==> config.mk <==
export PLATFORM = sky130hd
export DESIGN_NAME = exec_unit
export DESIGN_NICKNAME = d
export VERILOG_FILES = /design/src/rtl/exec_unit.sv
export SDC_FILE = /design/constraint.sdc
export NUM_CORES = 1
export LEC_CHECK = 0
export CAP_MARGIN = 10
export CORE_AREA = 2 2 143 131
export DETAILED_ROUTE_END_ITERATION = 6
export DIE_AREA = 0 0 145 133
export PLACE_DENSITY_LB_ADDON = 0.05
export SLEW_MARGIN = 30
export SYNTH_ARGS = -nofsm -noshare
export SYNTH_HDL_FRONTEND = slang
export SYNTH_SLANG_ARGS = --single-unit
==> constraint.sdc <==
create_clock -name clk -period 4 [get_ports clk]
set_clock_uncertainty 0.1 [all_clocks]
set_input_delay 0.6 -clock clk [delete_from_list [all_inputs] [get_ports clk]]
set_output_delay 0.6 -clock clk [all_outputs]
set_load 0.02 [all_outputs]
==> src/rtl/exec_unit.sv <==
// rtl/exec_unit.sv - multi-cycle execution unit: single-cycle ALU ops, iterative shifts and shift-add multiply
module exec_unit #(
    parameter int WIDTH  = 16,
    parameter int SHW    = 4,
    parameter int MUL_EN = 1
) (
    input  logic             clk,
    input  logic             rst,
    input  logic             in_valid,
    output logic             in_ready,
    input  logic [3:0]       opcode,
    input  logic [SHW-1:0]   d,
    input  logic [WIDTH-1:0] alu_in_a,
    input  logic [WIDTH-1:0] alu_in_b,
    output logic             out_valid,
    input  logic             out_ready,
    output logic [WIDTH-1:0] alu_out,
    output logic             S,
    output logic             Z,
    output logic             C,
    output logic             V,
    output logic             busy
);
    localparam int CWA = $clog2(WIDTH + 1);
    localparam int CW  = (SHW > CWA) ? SHW : CWA;

    localparam logic [3:0] OP_ADD = 4'd0,  OP_SUB  = 4'd1, OP_AND = 4'd2,  OP_OR  = 4'd3;
    localparam logic [3:0] OP_XOR = 4'd4,  OP_NOT  = 4'd5, OP_MOVB = 4'd6, OP_SLL = 4'd7;
    localparam logic [3:0] OP_SRL = 4'd8,  OP_SRA  = 4'd9, OP_MUL = 4'd10, OP_CMP = 4'd11;

    typedef enum logic [1:0] {IDLE, SHIFT, MUL, DONE} state_t;

    state_t             state_q, state_d;
    logic [3:0]         op_q, op_d;
    logic [WIDTH-1:0]   a_q, a_d;
    logic [2*WIDTH-1:0] prod_q, prod_d;
    logic [CW-1:0]      cnt_q, cnt_d;
    logic [WIDTH-1:0]   res_q, res_d;
    logic               s_q, s_d, z_q, z_d, c_q, c_d, v_q, v_d;

    logic [WIDTH:0]     sum_add, sum_sub, mul_sum;
    logic [WIDTH-1:0]   sc_res, sh_next;
    logic               sc_s, sc_z, sc_c, sc_v, sh_out, accept, is_shift, is_mul;
    logic [2*WIDTH-1:0] mul_next;

    assign in_ready  = (state_q == IDLE) | ((state_q == DONE) & out_ready);
    assign accept    = in_valid & in_ready;
    assign out_valid = (state_q == DONE);
    assign busy      = (state_q != IDLE);
    assign alu_out   = res_q;
    assign S = s_q;
    assign Z = z_q;
    assign C = c_q;
    assign V = v_q;
    assign is_shift  = (opcode == OP_SLL) | (opcode == OP_SRL) | (opcode == OP_SRA);
    assign is_mul    = (opcode == OP_MUL) & (MUL_EN != 0);

    // Single-cycle result and flags straight from the request inputs (shifts here cover d==0 only)
    always_comb begin
        sum_add = {1'b0, alu_in_a} + {1'b0, alu_in_b};
        sum_sub = {1'b0, alu_in_a} + {1'b0, ~alu_in_b} + {{WIDTH{1'b0}}, 1'b1};
        sc_res  = '0;
        sc_c    = 1'b0;
        sc_v    = 1'b0;
        case (opcode)
            OP_ADD: begin
                sc_res = sum_add[WIDTH-1:0];
                sc_c   = sum_add[WIDTH];
                sc_v   = (alu_in_a[WIDTH-1] == alu_in_b[WIDTH-1]) & (sum_add[WIDTH-1] != alu_in_a[WIDTH-1]);
            end
            OP_SUB, OP_CMP: begin
                sc_res = (opcode == OP_CMP) ? alu_in_a : sum_sub[WIDTH-1:0];
                sc_c   = sum_sub[WIDTH];
                sc_v   = (alu_in_a[WIDTH-1] != alu_in_b[WIDTH-1]) & (sum_sub[WIDTH-1] != alu_in_a[WIDTH-1]);
            end
            OP_AND:                 sc_res = alu_in_a & alu_in_b;
            OP_OR:                  sc_res = alu_in_a | alu_in_b;
            OP_XOR:                 sc_res = alu_in_a ^ alu_in_b;
            OP_NOT:                 sc_res = ~alu_in_a;
            OP_MOVB:                sc_res = alu_in_b;
            OP_SLL, OP_SRL, OP_SRA: sc_res = alu_in_a;
            default:                sc_res = '0;
        endcase
        sc_s = sc_res[WIDTH-1];
        sc_z = (sc_res == '0);
        if (opcode == OP_CMP) begin
            sc_s = sum_sub[WIDTH-1];
            sc_z = (sum_sub[WIDTH-1:0] == '0);
        end
    end

    // One-bit shift step and one shift-add multiply step on the working registers
    always_comb begin
        sh_out  = a_q[0];
        sh_next = a_q >> 1;
        if (op_q == OP_SLL) begin
            sh_out  = a_q[WIDTH-1];
            sh_next = a_q << 1;
        end else if (op_q == OP_SRA) begin
            sh_next = {a_q[WIDTH-1], a_q[WIDTH-1:1]};
        end
        mul_sum  = {1'b0, prod_q[2*WIDTH-1:WIDTH]} + {1'b0, (prod_q[0] ? a_q : {WIDTH{1'b0}})};
        mul_next = {mul_sum, prod_q[WIDTH-1:1]};
    end

    // Next-state: iterate SHIFT/MUL, release DONE on out_ready, and start a new op on accept
    always_comb begin
        state_d = state_q;
        op_d    = op_q;
        a_d     = a_q;
        prod_d  = prod_q;
        cnt_d   = cnt_q;
        res_d   = res_q;
        s_d     = s_q;
        z_d     = z_q;
        c_d     = c_q;
        v_d     = v_q;
        case (state_q)
            SHIFT: begin
                a_d   = sh_next;
                cnt_d = cnt_q - 1'b1;
                if (cnt_q == CW'(1)) begin
                    state_d = DONE;
                    res_d   = sh_next;
                    s_d     = sh_next[WIDTH-1];
                    z_d     = (sh_next == '0);
                    c_d     = sh_out;
                    v_d     = 1'b0;
                end
            end
            MUL: begin
                prod_d = mul_next;
                cnt_d  = cnt_q - 1'b1;
                if (cnt_q == CW'(1)) begin
                    state_d = DONE;
                    res_d   = mul_next[WIDTH-1:0];
                    s_d     = mul_next[WIDTH-1];
                    z_d     = (mul_next[WIDTH-1:0] == '0);
                    c_d     = |mul_next[2*WIDTH-1:WIDTH];
                    v_d     = |mul_next[2*WIDTH-1:WIDTH];
                end
            end
            DONE: if (out_ready) state_d = IDLE;
            default: ;
        endcase
        if (accept) begin
            op_d = opcode;
            if (is_shift && (d != '0)) begin
                state_d = SHIFT;
                a_d     = alu_in_a;
                cnt_d   = CW'(d);
            end else if (is_mul) begin
                state_d = MUL;
                a_d     = alu_in_a;
                prod_d  = {{WIDTH{1'b0}}, alu_in_b};
                cnt_d   = CW'(WIDTH);
            end else begin
                state_d = DONE;
                res_d   = sc_res;
                s_d     = sc_s;
                z_d     = sc_z;
                c_d     = sc_c;
                v_d     = sc_v;
            end
        end
    end

    // State and datapath registers; reset discards any in-flight operation
    always_ff @(posedge clk or negedge rst) begin
        if (!rst) begin
            state_q <= IDLE;
            op_q    <= '0;
            a_q     <= '0;
            prod_q  <= '0;
            cnt_q   <= '0;
            res_q   <= '0;
            s_q     <= 1'b0;
            z_q     <= 1'b0;
            c_q     <= 1'b0;
            v_q     <= 1'b0;
        end else begin
            state_q <= state_d;
            op_q    <= op_d;
            a_q     <= a_d;
            prod_q  <= prod_d;
            cnt_q   <= cnt_d;
            res_q   <= res_d;
            s_q     <= s_d;
            z_q     <= z_d;
            c_q     <= c_d;
            v_q     <= v_d;
        end
    end
endmodule

==> results.sh <==
# flow metrics
export IMPL_status="finished clean"
export IMPL_fp_utilization=0.486
export IMPL_dieWidth_um=145
export IMPL_setup_violations=0
export IMPL_cts_inserted_buffers=9
export IMPL_ff_type="dfrtp_1"
export IMPL_place_inst=1448
export IMPL_core_area_sq_mm=0.0179
export IMPL_met2WireLength_mm=14.5
export IMPL_die_h_um=133
export IMPL_gp_congestion=0.950
export IMPL_grt_pass1_wl_mm=48.1
export IMPL_rr_endpoint="C$_DFF_PN0_"
export IMPL_globalRouteOverflowTotal=0
export IMPL_yosysChipArea_sq_mm=0.00872
export IMPL_grt_pass1_vias=8688
export IMPL_cts_buffer_depth=2
export IMPL_ys_seq_elements=79
export IMPL_period_used=0.940
export IMPL_netlist_area_sq_mm=0.00872
export IMPL_top_logic_kind="AND-OR/OR-AND gates"
export IMPL_dp_hpwl_mm=23.8
export IMPL_drt_iter0_drc=791
export IMPL_crit_type="in -> reg"
export IMPL_cts_htree_levels=3
export IMPL_r2r_start="prod_q[0]$_DFF_PN0_"
export IMPL_synth_xor_area_share=0.0310
export IMPL_synth_adder_area_share=0.113
export IMPL_placed_area_sq_mm=0.0102
export IMPL_ys_sh_mux=0.0522
export IMPL_grt_use_met1=0.425
export IMPL_postSynthCellCount=1099
export IMPL_synth_seq_share=0.227
export IMPL_clk_latency_ns=0.34
export IMPL_p_leak_uw=0.00474
export IMPL_power_uw=5990
export IMPL_regToRegSetupSlack_ns=0.49
export IMPL_aoi_share=0.290
export IMPL_area_leaders="dfrtp_1 23%, ha_1 11%, nor2_1 4.8%"
export IMPL_peakVddDrop_uv=233
export IMPL_rsz0062_at_grt="no"
export IMPL_p_per_area_mw_per_mm2=569
export IMPL_max_freq_mhz=266
export IMPL_yosys_area_share_simple=0.219
export IMPL_via_per_inst=6.08
export IMPL_max_slew_margin=0.353
export IMPL_hold_viol=0
export IMPL_grt_use_met2=0.538
export IMPL_maxUsedRoutingLayer="met5"
export IMPL_first_pass_iters=6
export IMPL_ys_warn_count=0
export IMPL_ys_cells=1099
export IMPL_antenna_left=0
export IMPL_antenna_found_initial=1
export IMPL_synthArstFlopShare=1.00
export IMPL_yosys_area_top_type="dfrtp_1"
export IMPL_drive_above_1_share=0.141
export IMPL_n_antenna_cell=0
export IMPL_drv_cap=0
export IMPL_edf_count=0
export IMPL_cts_sinks=79
export IMPL_syn_to_final_growth_pct=20.7
export IMPL_syn_num_nets=1220
export IMPL_worst_slew_pin_slew_ns=0.964
export IMPL_met1Wirelength_mm=13.7
==> power by group <==
part           leakage, uW  internal (uW)  switching, uW
clock             0.000156            533            337
sequential        0.000956           1180            357
combinational      0.00363           1570           2020
==> worst max-delay path, stage by stage <==
cell and delay (ns):
clkdlybuf4s50_1 0.61, inv_1 0.10, ha_1 0.32, and2b_1 0.24
nor4b_4 0.45, nand2_1 0.10, o211a_1 0.26, a31o_2 0.25
nor3_1 0.32, nor4b_2 0.29, buf_4 0.16, nand4_2 0.10
o21ai_2 0.13
==> cell usage in the layout, fill, tap and decap left out, types with 7 or more instances in the layout <==
master,Yosys,final
nor2_1,111,111
buf_4,5,109
nand2_1,87,87
dfrtp_1,79,79
a21oi_1,75,75
ha_1,74,74
clkdlybuf4s50_1,0,65
inv_1,60,60
o21ai_0,55,55
mux2i_1,41,41
nor3_1,36,35
a211oi_1,32,32
a21o_1,28,28
a31oi_1,24,24
xnor2_1,22,22
a221oi_1,22,22
and2_1,21,21
nand3_1,19,19
o22ai_1,12,12
nand2b_1,11,11
nor2b_1,11,11
or3_1,9,9
o21ai_1,10,9
nor4_1,9,9
o211ai_1,9,9
clkbuf_16,0,9
a2111oi_0,7,7
xor2_1,7,7
o31ai_1,7,7
a22oi_1,7,7
==> area by class of cell <==
cell class	count	area, sq um
timing repair buffer	176	1500
clock buffer	13	270
sequential	79	1980
clock inverter	3	40.0
tap	245	307
fill	1705	7410
inverter	66	258
multi-input combinational	884	6170
==> through the flow <==
step,hold WS (ns),setup TNS (ns),setup slack (ns)
2_1_floorplan,0.204,0,0.765
3_3_place_gp,0.389,-0.183,-0.136
3_5_place_dp,0.416,-0.237,-0.139
4_1_cts,0.244,0,0.199
5_1_grt,0.258,0,0.0831
6_report,0.194,0,0.240
==> state kept, by name (all words and copies together) (netlist names) <==
name and flops:
a_q 16, C 1, Z 1, cnt_q 5, alu_out 16, S 1
V 1, state_q 2, prod_q 32, op_q 4
==> how the worst max path moves through the flow <==
stage | start | end | slack, ns | cells past startpoint
floorplan | alu_in_a[0] | Z$_DFF_PN0_ | 0.76 | 12
global placement | alu_in_b[6] | V$_DFF_PN0_ | -0.14 | 12
detailed placement | alu_in_b[6] | V$_DFF_PN0_ | -0.14 | 12
CTS | alu_in_b[6] | V$_DFF_PN0_ | 0.20 | 12
global route | alu_in_b[6] | V$_DFF_PN0_ | 0.08 | 13
finish | alu_in_b[6] | Z$_DFF_PN0_ | 0.24 | 13
==> repair_timing <==
item,CTS,global route
setup buffers,0,2
hold buffers,0,0
setup endpoints to repair,0,2
endpoints found under the hold margin,0,0
gates resized,0,2
==> cell usage after synthesis, types with 7 or more instances <==
cell / instances
inv_1: 60
xor2_1: 7
and2_1: 21
dfrtp_1: 79
o211ai_1: 9
xnor2_1: 22
o21ai_0: 55
or3_1: 9
a221oi_1: 22
o21ai_1: 10
clkbuf_1: 43
nor2_1: 111
nand2_1: 87
nand3_1: 19
o22ai_1: 12
nor2b_1: 11
a211oi_1: 32
a22oi_1: 7
a31oi_1: 24
a21oi_1: 75
nor3_1: 36
a21o_1: 28
a2111oi_0: 7
mux2i_1: 41
buf_2: 15
o31ai_1: 7
ha_1: 74
nor4_1: 9
nand2b_1: 11
**Signal metal coverage by tile**

(2 px per um) The die is cut into 29 by 27 equal tiles; white is low, dark blue is high, scaled to the fullest tile. Values are wire area over tile area, all layers added.
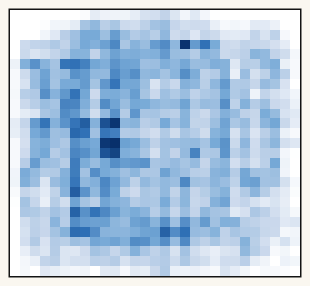
fullest tile: 0.76
nearly empty tiles: 6.3%
mean over tiles: 0.25
tiles over half the peak: 18%

**Routing congestion**

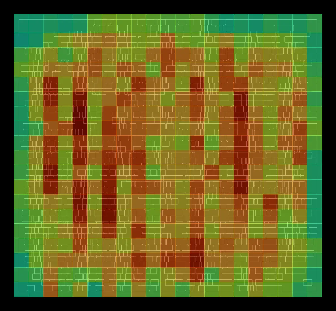
wire length per cell: 20.8 um
gr busiest metal: met2
met3 Use GR: 0.0286
gr usage total: 0.314
post-layout util: 0.587

**Signal wires on met4**

(3 px per um) Supply wires on this layer in grey.
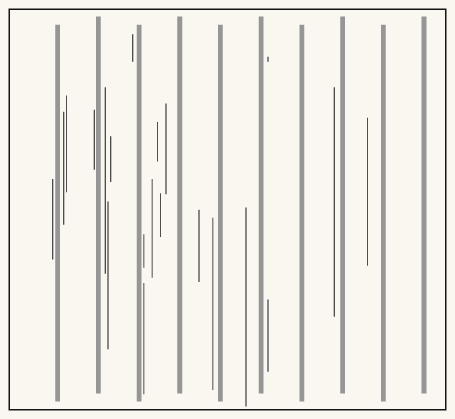
longest straight run: 76.2 um
main direction: vertical
Total Routed Length: 30.4 mm
DR vias: 8909

**Layout detail**

Window x 58 to 88, y 25 to 55 um. Cells in grey, sequential cells in the stronger grey; small squares are vias.
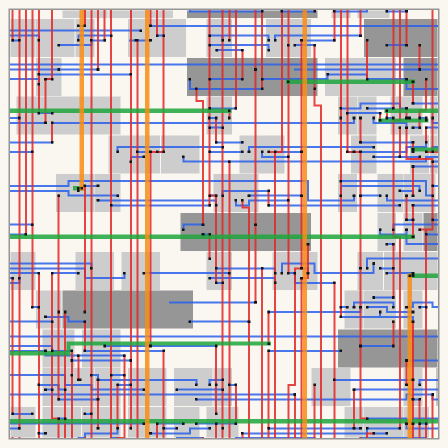
| colour | layer |
|---|---|
| red | metal 2 |
| blue | metal 1 |
| green | metal 3 |
| orange | metal 4 |
cells with their middle in the window: 59
netlist names of flops here include: alu_out (3), prod_q (2)
sequential cells in the window: 5
most frequent: buf_4 (13), nand2_1 (6)

**Logic cells by family**

(4 px per um)
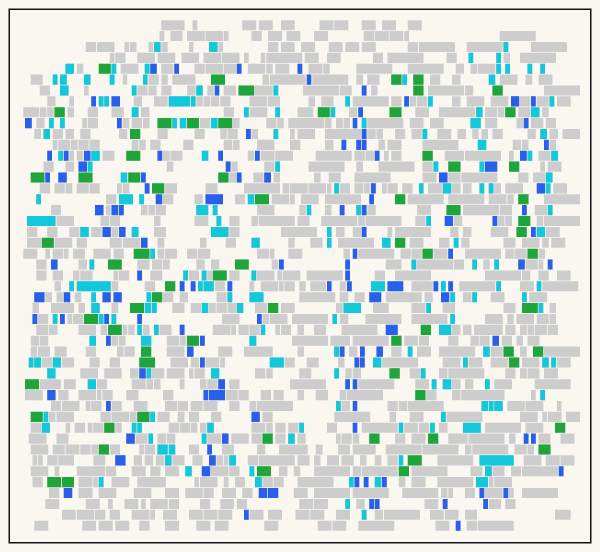
| colour | family | cells | most used | where |
|---|---|---|---|---|
| blue | NAND gates | 133 | nand2_1 | spread over the die |
| cyan | NOR gates | 184 | nor2_1 | spread over the die |
| green | AND-OR and OR-AND gates | 70 | a21o_1 | spread over the die |
most common logic cell in the routed design: nor2_1
Layout Cells excl Fill: 1466

Power is estimated from default activity; no workload was simulated.
